met3.png
(1 px per um) Cells faint in the background.
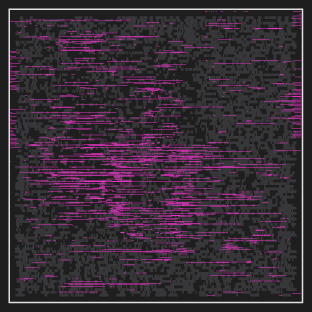
cell_classes.png
(1.5 px per um)
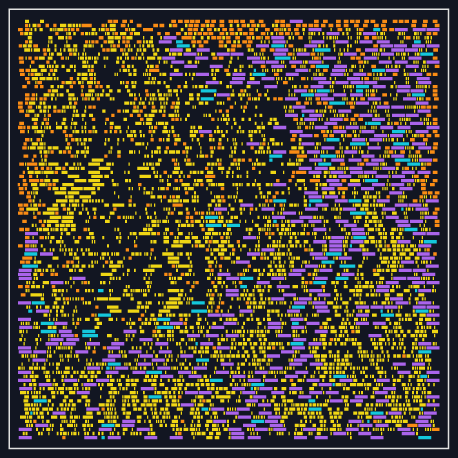
final_placement.png
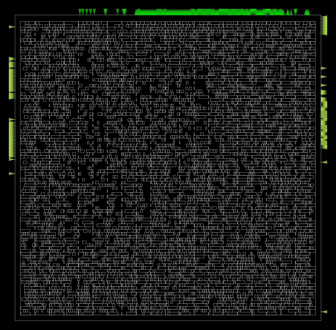
wire_density.png
(1 px per um) 29 x 29 tiles, from white (low) to dark blue (high), scaled to the fullest tile. Values are wire area over tile area, all layers added.
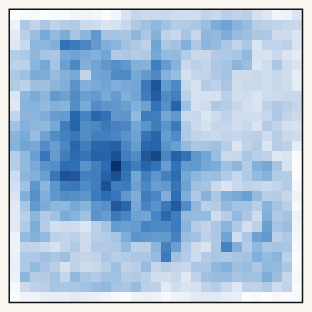
$ cat src/rtl/execute_muldiv_stage.sv
// Execute stage: single-cycle ALU plus iterative radix-2 multiply/divide.
// Multi-cycle ops (MUL, MULHU, DIV, DIVU, REM, REMU) hold the stage busy and
// stall upstream through in_ready. A forwarding record (rd, ready, data) is
// published for the hazard logic in earlier stages.
// Optional build macro MULDIV_EARLY_OUT_EN: MUL/MULHU leave the iteration
// phase as soon as the remaining multiplier bits are all zero.
module execute_muldiv_stage #(
   parameter int WIDTH        = 32,
   parameter int REG_ID_WIDTH = 5
) (
   input  logic                    clock,
   input  logic                    reset,
   input  logic                    flush,
   input  logic                    in_valid,
   output logic                    in_ready,
   input  logic [31:0]             in_pc,
   input  logic [31:0]             in_instruction,
   input  logic [3:0]              in_op,
   input  logic [WIDTH-1:0]        in_a,
   input  logic [WIDTH-1:0]        in_b,
   input  logic [REG_ID_WIDTH-1:0] in_rd,
   input  logic                    in_reg_write,
   output logic                    out_valid,
   input  logic                    out_ready,
   output logic [31:0]             out_pc,
   output logic [31:0]             out_instruction,
   output logic [REG_ID_WIDTH-1:0] out_rd,
   output logic                    out_reg_write,
   output logic [WIDTH-1:0]        out_result,
   output logic [REG_ID_WIDTH-1:0] fwd_rd,
   output logic                    fwd_data_ready,
   output logic [WIDTH-1:0]        fwd_data,
   output logic                    busy
);

   localparam int ShiftWidth = $clog2(WIDTH);

   typedef enum logic [1:0] {StIdle, StIter, StFixup} stateType;

   typedef enum logic [3:0] {
      OpAdd, OpSub, OpAnd, OpOr, OpXor, OpSlt, OpSltu, OpSll,
      OpSrl, OpSra, OpMul, OpMulhu, OpDiv, OpDivu, OpRem, OpRemu
   } opType;

   stateType state, nextState;
   opType    inOp, pendOp;

   logic [ShiftWidth-1:0]   counter;
   logic [REG_ID_WIDTH-1:0] pendRd;
   logic                    pendRegWrite;
   logic [31:0]             pendPc, pendInstruction;
   logic [WIDTH-1:0]        pendA;
   logic                    negQuot, negRem, divZero;

   // Multiply: accumulator, left-shifting multiplicand, right-shifting multiplier.
   // Divide: remainder/quotient pair; operandB doubles as the divisor magnitude.
   logic [2*WIDTH-1:0] prodAcc, multiplicand;
   logic [WIDTH-1:0]   operandB, remainder, quotient;

   logic             accept, inMulti, inSignedDiv, inDivOp, aNeg, bNeg, pendIsMul, iterDone;
   logic [WIDTH-1:0] aMag, bMag, aluResult, fixResult, remNext;
   logic [WIDTH:0]   remShift;
   logic             canSub;
   logic [ShiftWidth-1:0] shamt;

   assign inOp        = opType'(in_op);
   assign accept      = in_valid && in_ready;
   assign inMulti     = (in_op >= 4'd10);
   assign inDivOp     = (in_op >= 4'd12);
   assign inSignedDiv = (inOp == OpDiv) || (inOp == OpRem);
   assign aNeg        = inSignedDiv && in_a[WIDTH-1];
   assign bNeg        = inSignedDiv && in_b[WIDTH-1];
   assign aMag        = aNeg ? (~in_a + 1'b1) : in_a;
   assign bMag        = bNeg ? (~in_b + 1'b1) : in_b;
   assign pendIsMul   = (pendOp == OpMul) || (pendOp == OpMulhu);
   assign shamt       = in_b[ShiftWidth-1:0];

   // One restoring-division step: shift in the next dividend bit, subtract if it fits.
   assign remShift = {remainder, quotient[WIDTH-1]};
   assign canSub   = (remShift >= {1'b0, operandB});
   always_comb begin
      // NOTE: every variable written in a combinational block gets a default first,
      // so no path through the block leaves it unassigned and infers a latch.
      remNext = remShift[WIDTH-1:0];
      if (canSub) begin
         remNext = remShift[WIDTH-1:0] - operandB;
      end
   end

`ifdef MULDIV_EARLY_OUT_EN
   assign iterDone = (counter == ShiftWidth'(WIDTH - 1)) ||
                     (pendIsMul && ((operandB >> 1) == '0));
`else
   assign iterDone = (counter == ShiftWidth'(WIDTH - 1));
`endif

   // Single-cycle ALU result for the op currently offered upstream.
   always_comb begin
      aluResult = '0;
      case (inOp)
         OpAdd:  aluResult = in_a + in_b;
         OpSub:  aluResult = in_a - in_b;
         OpAnd:  aluResult = in_a & in_b;
         OpOr:   aluResult = in_a | in_b;
         OpXor:  aluResult = in_a ^ in_b;
         OpSlt:  aluResult = {{(WIDTH-1){1'b0}}, ($signed(in_a) < $signed(in_b))};
         OpSltu: aluResult = {{(WIDTH-1){1'b0}}, (in_a < in_b)};
         OpSll:  aluResult = in_a << shamt;
         OpSrl:  aluResult = in_a >> shamt;
         OpSra:  aluResult = WIDTH'($signed(in_a) >>> shamt);
         default: aluResult = '0;
      endcase
   end

   // Final muldiv result: pick product half, apply sign and divide-by-zero rules.
   always_comb begin
      fixResult = '0;
      case (pendOp)
         OpMul:          fixResult = prodAcc[WIDTH-1:0];
         OpMulhu:        fixResult = prodAcc[2*WIDTH-1:WIDTH];
         OpDiv, OpDivu:  fixResult = divZero ? '1 : (negQuot ? (~quotient + 1'b1) : quotient);
         OpRem, OpRemu:  fixResult = divZero ? pendA : (negRem ? (~remainder + 1'b1) : remainder);
         default:        fixResult = '0;
      endcase
   end

   // State register.
   always_ff @(posedge clock or negedge reset) begin
      // NOTE: sequential state uses non-blocking assignments so every register
      // samples pre-edge values regardless of statement order.
      if (!reset) begin
         state <= StIdle;
      end else begin
         state <= nextState;
      end
   end

   // Next-state logic; flush overrides everything.
   always_comb begin
      nextState = state;
      case (state)
         StIdle:  if (accept && inMulti) nextState = (inDivOp && in_b == '0) ? StFixup : StIter;
         StIter:  if (iterDone) nextState = StFixup;
         StFixup: nextState = StIdle;
         default: nextState = StIdle;
      endcase
      if (flush) nextState = StIdle;
   end

   // Output logic: handshake, busy flag and forwarding record.
   always_comb begin
      busy           = (state != StIdle);
      in_ready       = reset && !flush && (state == StIdle) && (!out_valid || out_ready);
      fwd_rd         = '0;
      fwd_data_ready = 1'b1;
      fwd_data       = '0;
      if (busy && pendRegWrite) begin
         fwd_rd         = pendRd;
         fwd_data_ready = 1'b0;
      end else if (out_valid && out_reg_write) begin
         fwd_rd   = out_rd;
         fwd_data = out_result;
      end
   end

   // Capture the accepted instruction and step the multiply/divide datapath.
   always_ff @(posedge clock or negedge reset) begin
      if (!reset) begin
         counter         <= '0;
         pendOp          <= OpAdd;
         pendRd          <= '0;
         pendRegWrite    <= 1'b0;
         pendPc          <= '0;
         pendInstruction <= '0;
         pendA           <= '0;
         negQuot         <= 1'b0;
         negRem          <= 1'b0;
         divZero         <= 1'b0;
         prodAcc         <= '0;
         multiplicand    <= '0;
         operandB        <= '0;
         remainder       <= '0;
         quotient        <= '0;
      end else if (flush) begin
         counter <= '0;
      end else if (accept) begin
         counter         <= '0;
         pendOp          <= inOp;
         pendRd          <= in_rd;
         pendRegWrite    <= in_reg_write;
         pendPc          <= in_pc;
         pendInstruction <= in_instruction;
         pendA           <= in_a;
         negQuot         <= aNeg ^ bNeg;
         negRem          <= aNeg;
         divZero         <= (in_b == '0);
         prodAcc         <= '0;
         multiplicand    <= {{WIDTH{1'b0}}, aMag};
         operandB        <= bMag;
         remainder       <= '0;
         quotient        <= aMag;
      end else if (state == StIter) begin
         counter <= counter + ShiftWidth'(1);
         if (pendIsMul) begin
            if (operandB[0]) prodAcc <= prodAcc + multiplicand;
            multiplicand <= multiplicand << 1;
            operandB     <= operandB >> 1;
         end else begin
            remainder <= remNext;
            quotient  <= {quotient[WIDTH-2:0], canSub};
         end
      end
   end

   // Result register: loads single-cycle results or the FIXUP result, holds under stall.
   always_ff @(posedge clock or negedge reset) begin
      if (!reset) begin
         out_valid       <= 1'b0;
         out_pc          <= '0;
         out_instruction <= '0;
         out_rd          <= '0;
         out_reg_write   <= 1'b0;
         out_result      <= '0;
      end else if (flush) begin
         out_valid <= 1'b0;
      end else if (accept && !inMulti) begin
         out_valid       <= 1'b1;
         out_pc          <= in_pc;
         out_instruction <= in_instruction;
         out_rd          <= in_rd;
         out_reg_write   <= in_reg_write;
         out_result      <= aluResult;
      end else if (state == StFixup) begin
         out_valid       <= 1'b1;
         out_pc          <= pendPc;
         out_instruction <= pendInstruction;
         out_rd          <= pendRd;
         out_reg_write   <= pendRegWrite;
         out_result      <= fixResult;
      end else if (out_ready) begin
         out_valid <= 1'b0;
      end
   end

endmodule
$ cat config.mk
export PLATFORM = sky130hd
export DESIGN_NAME = execute_muldiv_stage
export DESIGN_NICKNAME = d
export VERILOG_FILES = /design/src/rtl/execute_muldiv_stage.sv
export SDC_FILE = /design/constraint.sdc
export NUM_CORES = 2
export LEC_CHECK = 0
export CAP_MARGIN = 10
export CORE_MARGIN = 5
export CORE_UTILIZATION = 45
export DETAILED_ROUTE_END_ITERATION = 16
export PLACE_DENSITY_LB_ADDON = 0.08
export SLEW_MARGIN = 0
export SYNTH_ARGS = -nofsm -noshare
export SYNTH_HDL_FRONTEND = slang
export SYNTH_SLANG_ARGS = --single-unit
$ cat constraint.sdc
create_clock -name clock -period 4.5 [get_ports clock]
set_input_delay 0.9 -clock clock [delete_from_list [all_inputs] [get_ports clock]]
set_output_delay 0.9 -clock clock [all_outputs]
set_load 0.03 [all_outputs]
==> summary.txt <==
impl run done, here's what came out: R2R Setup Slk=480 ps, AO/OA Area Share=0.232, cell type taking the most area=logic gates, met3 Resource Use GR=0.0563, setup violators final=0, postcts setup bufs=0, FMAX=246 MHz, Least-Margin Pin Slew=1100 ps, XOR Share, Synth=0.0556, delay-heaviest family, CP=buffers and inverters, final hold viol count=0, count of tool warnings=106, Net count, final=5356, crit start category=flop, CTS sink cnt=443, Slowest-stage cell, CP=clkdlybuf4s50_1, Area leader share=0.310, Post-synth regs=443, Clock power frac=0.331, Core Util at FP=0.453, Die Height=292 um, CLK BUF=70, #MultiIn Comb=3736, MaxCap Viol Count=0, WP data required=3600 ps, Max power group=registers, met3 WL post-DR=12500 um, FA/HA/MAJ Cells, Area Fraction=0.0726, grt ovf=0, worst vdd ir=0.000334 V, Logic family by area=AND-OR/OR-AND gates, number of cells on the critical path=7, Initial DRC Count=4178, NonClk Buf Share=0.125, clock skew=33.7 ps, cycle use final=0.903, Tapcells=1050, clock slew at reported path FFs=60 ps, flop share of the area=0.255, number of global-route vias before repair=35.0k, IO Count=286, CP Capture Point=fwd_data[5], Synth async-reset ratio=1.00, CTS Hold Bufs=0, Final HPWL DP=126000 um, RSZ-0062 raised after global routing=no, max incr delay on CP=710 ps, number of cells in Yosys stat=4679, Comb power=5.22 mW, YS chip area=35800 sq um, CTS buffer count=54, gpl congestion=1.09, worst reg2reg endpoint=prodAcc[62]$_DFFE_PN0P_, CTS H-tree lvls=2, met2 Use GR=0.560, synth cell count leaders=975 x nand2_1, 443 x dfrtp_1, 443 x nor2_1, # port buffers=285, Max FO, Critical Path=32, most numerous logic cell after layout=nand2_1, most numerous cell in the Yosys netlist=nand2_1, Worst Reg2Reg Path Length in Cells=13, Antenna Nets Post-Route=0, main flop type=dfrtp_1, largest net degree at the start of global routing=159, multi-input combinational area share=0.526, Gate power share=0.330, main area contributors=dfrtp_1 31%, nand2_1 10%, ha_1 7.0%, Leak=19.1 nW, status=finished clean, Reg power frac=0.339, Fin Setup TNS=0 ps, cell accounting for the most synthesized area=dfrtp_1, share of cells above drive strength 1=0.107, Slew headroom=0.257, post_cts resized=0, All-Layer GR Usage=0.366, pwr/cell area=363 nW/um^2, antenna cells=8, Inst Count DP=6002, crit path capture type=output pin, most frequent cells in the layout=970 x nand2_1, 441 x nor2_1, 441 x dfrtp_1, synth warn=0, met1 usage=0.491, Cells after Synth=4679, Register Area=11100 sq um, Final Max Slew Viols=0, # DRC=0, area growth from synthesis to layout=21.6%
Back to the opening pictures, met3.png:
share of all routed wire: 7.6%
nets with wire on the layer: 653
main direction: horizontal

Back to the opening pictures, cell_classes.png:
[clock drivers and dummy loads] cyan | cells: 101
[flip-flops] purple | cells: 443
[all other logic] yellow | cells: 3903
[other buffers and delay cells] orange | cells: 606
post-route design area: 43500 sq um
Core Footprint: 78900 sq um

Back to the opening pictures, final_placement.png:
Cell Rows: 103
Util after Layout: 0.551
fin cells: 6111
flop count: 443
fillers: 7553

Back to the opening pictures, wire_density.png:
mean over tiles: 0.32
tiles over half the peak: 28%
nearly empty tiles: 1.0%
fullest tile: 0.83

No activity file was given, so power comes from the tool's default toggle rates.
